==> images/layer_met2.png <==
Scale: 1 px per um.
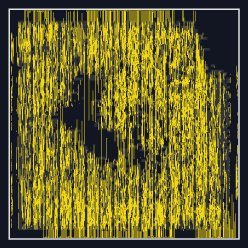
==> images/logic_types.png <==
Scale: 2 px per um.
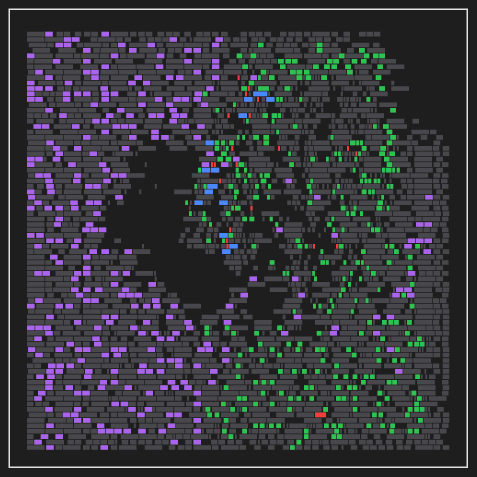
==> images/congestion.png <==
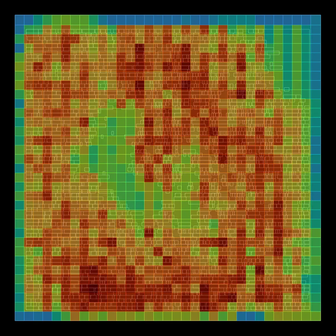
==> images/detail.png <==
Window x 94 to 134, y 140 to 180 um. Cells in grey, sequential cells in the stronger grey; small squares are vias.
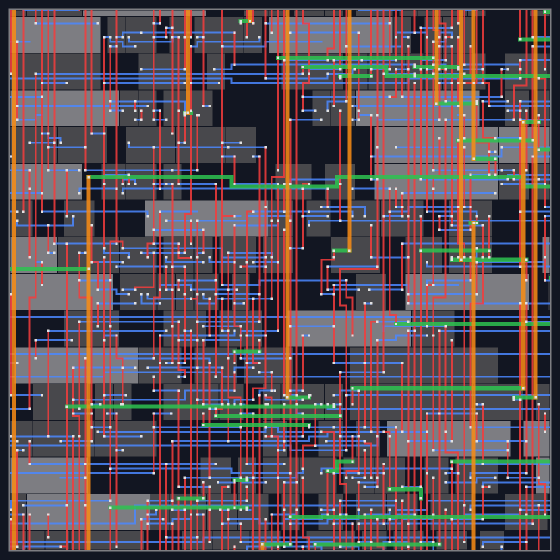
==> images/flops_by_reg.png <==
Scale: 2 px per um.
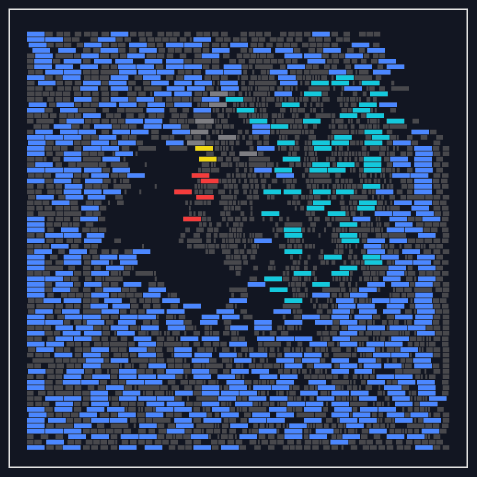
$ cat config.mk
export PLATFORM = sky130hd
export DESIGN_NAME = sha256_padder
export DESIGN_NICKNAME = d
export VERILOG_FILES = /design/src/rtl/sha256_padder.sv
export SDC_FILE = /design/constraint.sdc
export NUM_CORES = 1
export LEC_CHECK = 0
export CAP_MARGIN = 20
export CORE_MARGIN = 8
export CORE_UTILIZATION = 55
export CTS_CLUSTER_DIAMETER = 80
export DETAILED_ROUTE_END_ITERATION = 6
export MAX_ROUTING_LAYER = met4
export PLACE_DENSITY = 0.86
export SLEW_MARGIN = 40
export SYNTH_ARGS = -nofsm -noshare
export SYNTH_HDL_FRONTEND = slang
export SYNTH_SLANG_ARGS = --single-unit
$ cat constraint.sdc
create_clock -name clk -period 32.3 [get_ports clk]
set_clock_uncertainty 0.05 [all_clocks]
set_input_delay 6.46 -clock clk [delete_from_list [all_inputs] [get_ports clk]]
set_output_delay 6.46 -clock clk [all_outputs]
set_load 0.005 [all_outputs]
$ cat src/rtl/sha256_padder.sv
// sha256_padder: FIPS 180-4 message padder that packs 32-bit big-endian beats into 512-bit blocks.
// Optional build macro SHA256_PADDER_CHK_EN adds a sticky `err` output for protocol/length faults.
module sha256_padder #(
  parameter int LEN_W = 64
) (
  input  logic         clk,
  input  logic         reset,
  input  logic [31:0]  in_data,
  input  logic         in_valid,
  output logic         in_ready,
  input  logic         in_last,
  input  logic [2:0]   in_nbytes,
  output logic [511:0] blk_data,
  output logic         blk_valid,
  input  logic         blk_ready,
  output logic         blk_first,
  output logic         blk_last
`ifdef SHA256_PADDER_CHK_EN
  ,
  output logic         err
`endif
);

  typedef enum logic [1:0] {FILL = 2'd0, PAD = 2'd1, LEN = 2'd2, EMIT = 2'd3} state_t;

  // Final message word: keep the first n bytes, place the 0x80 marker at byte n, zero the rest.
  function automatic logic [31:0] last_word(input logic [31:0] d, input logic [2:0] n);
    case (n)
      3'd0:    last_word = 32'h8000_0000;
      3'd1:    last_word = {d[31:24], 24'h80_0000};
      3'd2:    last_word = {d[31:16], 16'h8000};
      3'd3:    last_word = {d[31:8], 8'h80};
      default: last_word = d;
    endcase
  endfunction

  state_t           state_r;
  logic [4:0]       wcnt_r;
  logic [LEN_W-1:0] length_r;
  logic             first_flag_r;
  logic             pad_pend_r;
  logic             ovf_pend_r;
  logic             in_ready_r;
  logic             blk_valid_r;
  logic             blk_first_r;
  logic             blk_last_r;
  logic [511:0]     blk_data_r;

  logic             accept_s;
  logic [2:0]       n_eff_s;
  logic [5:0]       len_add_s;
  logic [LEN_W-1:0] len_next_s;
  logic [63:0]      len_field_s;
  logic [8:0]       wsel_s;

  assign accept_s    = in_valid && in_ready_r;
  assign n_eff_s     = (in_nbytes > 3'd4) ? 3'd4 : in_nbytes;
  assign len_add_s   = in_last ? {n_eff_s, 3'b000} : 6'd32;
  assign len_next_s  = length_r + LEN_W'(len_add_s);
  assign len_field_s = 64'(length_r);
  assign wsel_s      = {wcnt_r[3:0], 5'd0};

  // Block assembly; blk_data_r is also the word buffer, only meaningful while blk_valid is high.
  always_ff @(posedge clk or posedge reset) begin
    if (reset) begin
      state_r      <= FILL;
      wcnt_r       <= 5'd0;
      length_r     <= '0;
      first_flag_r <= 1'b1;
      pad_pend_r   <= 1'b0;
      ovf_pend_r   <= 1'b0;
      in_ready_r   <= 1'b0;
      blk_valid_r  <= 1'b0;
      blk_first_r  <= 1'b0;
      blk_last_r   <= 1'b0;
      blk_data_r   <= '0;
    end else begin
      case (state_r)
        FILL: begin
          if (accept_s) begin
            blk_data_r[wsel_s +: 32] <= in_last ? last_word(in_data, n_eff_s) : in_data;
            wcnt_r   <= wcnt_r + 5'd1;
            length_r <= len_next_s;
            if (in_last) begin
              pad_pend_r <= (n_eff_s == 3'd4);
              in_ready_r <= 1'b0;
              state_r    <= PAD;
            end else if (wcnt_r == 5'd15) begin
              in_ready_r  <= 1'b0;
              blk_valid_r <= 1'b1;
              blk_first_r <= first_flag_r;
              blk_last_r  <= 1'b0;
              ovf_pend_r  <= 1'b0;
              state_r     <= EMIT;
            end else begin
              in_ready_r <= 1'b1;
            end
          end else begin
            in_ready_r <= 1'b1;
          end
        end
        PAD: begin
          // A full buffer is flushed first; a pending marker then lands in word 0 of the next block.
          if (wcnt_r == 5'd16) begin
            blk_valid_r <= 1'b1;
            blk_first_r <= first_flag_r;
            blk_last_r  <= 1'b0;
            ovf_pend_r  <= 1'b1;
            state_r     <= EMIT;
          end else if (pad_pend_r) begin
            blk_data_r[wsel_s +: 32] <= 32'h8000_0000;
            wcnt_r     <= wcnt_r + 5'd1;
            pad_pend_r <= 1'b0;
          end else if (wcnt_r == 5'd14) begin
            state_r <= LEN;
          end else begin
            blk_data_r[wsel_s +: 32] <= 32'h0000_0000;
            wcnt_r <= wcnt_r + 5'd1;
          end
        end
        LEN: begin
          blk_data_r[479:448] <= len_field_s[63:32];
          blk_data_r[511:480] <= len_field_s[31:0];
          wcnt_r      <= 5'd16;
          blk_valid_r <= 1'b1;
          blk_first_r <= first_flag_r;
          blk_last_r  <= 1'b1;
          state_r     <= EMIT;
        end
        EMIT: begin
          if (blk_ready) begin
            blk_valid_r <= 1'b0;
            blk_first_r <= 1'b0;
            blk_last_r  <= 1'b0;
            wcnt_r      <= 5'd0;
            if (blk_last_r) begin
              length_r     <= '0;
              first_flag_r <= 1'b1;
              in_ready_r   <= 1'b1;
              state_r      <= FILL;
            end else begin
              first_flag_r <= 1'b0;
              if (ovf_pend_r) begin
                ovf_pend_r <= 1'b0;
                state_r    <= PAD;
              end else begin
                in_ready_r <= 1'b1;
                state_r    <= FILL;
              end
            end
          end else begin
            blk_valid_r <= 1'b1;
          end
        end
        default: begin
          state_r <= FILL;
        end
      endcase
    end
  end

  assign in_ready  = in_ready_r;
  assign blk_valid = blk_valid_r;
  assign blk_first = blk_first_r;
  assign blk_last  = blk_last_r;
  assign blk_data  = blk_data_r;

`ifdef SHA256_PADDER_CHK_EN
  logic err_r;
  logic stall_r;

  // Sticky fault: oversize byte count on a last beat, length wrap, or valid withdrawn while stalled.
  always_ff @(posedge clk or posedge reset) begin
    if (reset) begin
      err_r   <= 1'b0;
      stall_r <= 1'b0;
    end else begin
      stall_r <= in_valid && !in_ready_r;
      if ((accept_s && in_last && (in_nbytes > 3'd4)) ||
          (accept_s && (len_next_s < length_r)) ||
          (stall_r && !in_valid)) begin
        err_r <= 1'b1;
      end else begin
        err_r <= err_r;
      end
    end
  end

  assign err = err_r;
`endif

endmodule

==> CHANGELOG.md <==
### Implementation results

* Post-synth ARST share at 1.00
* Placed cell count at 3098
* FP Rows at 77
* Element type at the critical path end: flop
* Synth Net Count at 2118
* Psw at 0.851 mW
* Internal power at 1.72 mW
* Final setup vio count at 0
* Clock root buffer master: clkbuf_16
* Routed wire length at 91100 um
* Floorplan Utilization at 0.559
* Peak VDD IR at 76.3 uV
* Placement Setup Slack at 21660 ps
* Longest Clk Path Bufs at 3
* Cell type with the largest total area: dfrtp_1
* Mapped Area at 24800 um^2
* Synth cell count leaders: dfrtp_1, mux2_2, nand2_1
* Final WS setup at 22040 ps
* Pwr top: sequential cells
* Power Combinational at 0.845 mW
* OpenROAD warning count at 35
* Synth area leaders: dfrtp_1, mux2_2, o31ai_1
* Inserted Clock Buffers at 58
* Via count at 20.2k
* Clock group at 0.733 mW
* Cycle use final at 0.318
* Setup CP Type: input pin to flop
* Die Ht at 228 um
* CTS H-tree depth at 2
* Post-DRT Antenna Nets at 0
* RSZ-0062 raised after global routing: false
* Clk pwr share at 0.285
* Status: finished, final reports clean
* Antenna violations before repair at 4
* Core Box Area at 44300 um^2
* Switch share at 0.331
* Critical Path Start: in_last
* Reg2reg start: wcnt_r[0]$_DFFE_PP0P_
* Total congestion overflow at 0
* Vias in the first global route at 20.8k
* DRC errors left at 0
* FF-to-FF path depth at 7
* Worst-Skew Late Latency at 620 ps
* Largest net degree at the start of global routing at 112
* Leakage at 14.5 nW
* Pwr/cell area at 78.1 nW/um^2
* Avg Vias per Cell at 6.30
* Fmax at 97.5 MHz
* R2R Setup Slk at 28400 ps
* Number of I/O pins at 556
* Finished Cell Area at 33000 um^2
* CTS tree: done
* Hold_ws at 414 ps
* Max Cap Viol at 0
* Setup Fix Bufs, Post-CTS at 0
* Avg Cell Area, Syn at 12.0 um^2
* R2r endpoint: blk_data[477]$_DFFE_PP0P_
* Post-route setup TNS at 0 ps
* Seq pwr at 0.994 mW
* First-pass GRT wire length at 135000 um
* Final critical-path required period at 10260 ps
* Seq pwr share at 0.386
* Cells after synthesis at 2064
* Synth warn at 0
* Layout cells sized above 1 at 0.184
* Worst Hold Class: flop to flop
* CTS sink count at 587
* Clk pin slew, worst setup/hold paths at 60 ps
* CP endpoint: len_field_s[41]$_DFFE_PP0P_
* Commonest flop: dfrtp_1
* Overall power at 2.57 mW
* Worst-path maximum fanout at 18
* Syn-to-layout area delta at 33.0%
* Post-synth cell types at 66
* Drt wl/cell at 28.4 um
* Post-DP HPWL at 61600 um
* Chip width at 228 um
* Final hold vios at 0
* Slew HR at 0.401
* Synth top cell by count: dfrtp_1
* Yosys cell count at 2064
* Most instantiated logic cell after routing: dfrtp_1
About layer_met2.png:
The longest straight run is 92.6 um. The layer holds 47% of the routed length. 2437 nets have wire on it. The layer carries 42.9 mm of wire. The wires run mostly vertical.

About logic_types.png:
Key: mux cells = purple [cells 325]; fa/ha/maj cells = blue [cells 14]; aoi and oai cells = green [cells 331]; inv cells = red [cells 21]

About congestion.png:
GRT Util Overall: 0.348
busiest grt layer: met2
met1 usage: 0.407
final core occ: 0.744
routing usage on met2: 0.539

About detail.png:
Key: metal 3 = green; metal 4 = orange; metal 1 = blue; metal 2 = red
Most frequent: nand2_1 (15), dfrtp_1 (14), o21ai_0 (9). 128 logic cells have their middle in the window. Netlist names of flops here include blk_data (5), len_field_s (2), state_r (2). Sequential cells in the window: 15.

About flops_by_reg.png:
Key: blk_data = blue [sequential cells 512, where widely spread]; wcnt_r = red [sequential cells 5, where centre]; len_field_s = cyan [sequential cells 61]; state_r = yellow [sequential cells 2]
Another 7 sequential cells are not coloured.

[how the worst min path moves through the flow]
stage | startpoint | end | cells after the start
3_5_place_dp | first_flag_r$_DFFE_PP1P_ | first_flag_r$_DFFE_PP1P_ | 2
2_1_floorplan | first_flag_r$_DFFE_PP1P_ | first_flag_r$_DFFE_PP1P_ | 2
3_3_place_gp | first_flag_r$_DFFE_PP1P_ | first_flag_r$_DFFE_PP1P_ | 2
5_1_grt | blk_data[251]$_DFFE_PP0P_ | blk_data[251]$_DFFE_PP0P_ | 2
6_report | first_flag_r$_DFFE_PP1P_ | first_flag_r$_DFFE_PP1P_ | 2
4_1_cts | first_flag_r$_DFFE_PP1P_ | first_flag_r$_DFFE_PP1P_ | 2
[kinds of logic (layout without fill, tap and decap cells)]
group | after synthesis | after routing | share of synthesized area
compound gates | 379 | 379 | 0.111
xor+xnor | 20 | 20 | 0.00707
fa+ha+maj | 14 | 14 | 0.00737
buf+inv | 166 | 712 | 0.0267
flops | 587 | 587 | 0.593
mux | 325 | 325 | 0.147
other cells | 0 | 1 | 0
simple gates | 573 | 573 | 0.108
[routing by layer]
layer / share of wire / vias to the layer above / track usage
met1: 0.37 / 10282 / 0.407
met5: 0 / - / -
met4: 0.057 / 0 / 0.173
li1: - / 8460 / -
met3: 0.11 / 248 / 0.115
met2: 0.47 / 1194 / 0.539
[layout make-up]
cell class                 count  area [um^2]
clock buffer                  76         1650
fill                        2747        11400
tap                          592          741
antenna                        1         2.50
timing repair buffer         587         5830
clock inverter                28          407
multi-input combinational   1311         9540
inverter                      21         91.3
sequential                   587        14700
[critical path, cell delays in order]
cell and delay, ps:
clkdlybuf4s50_1 600, nor2b_1 400, clkinv_1 560, ha_1 540, nor2b_1 370, nor2_1 260, or4_1 850, or4_1 560
a21oi_1 150
Power figures rest on the tool's default switching activity, not on a simulated workload.
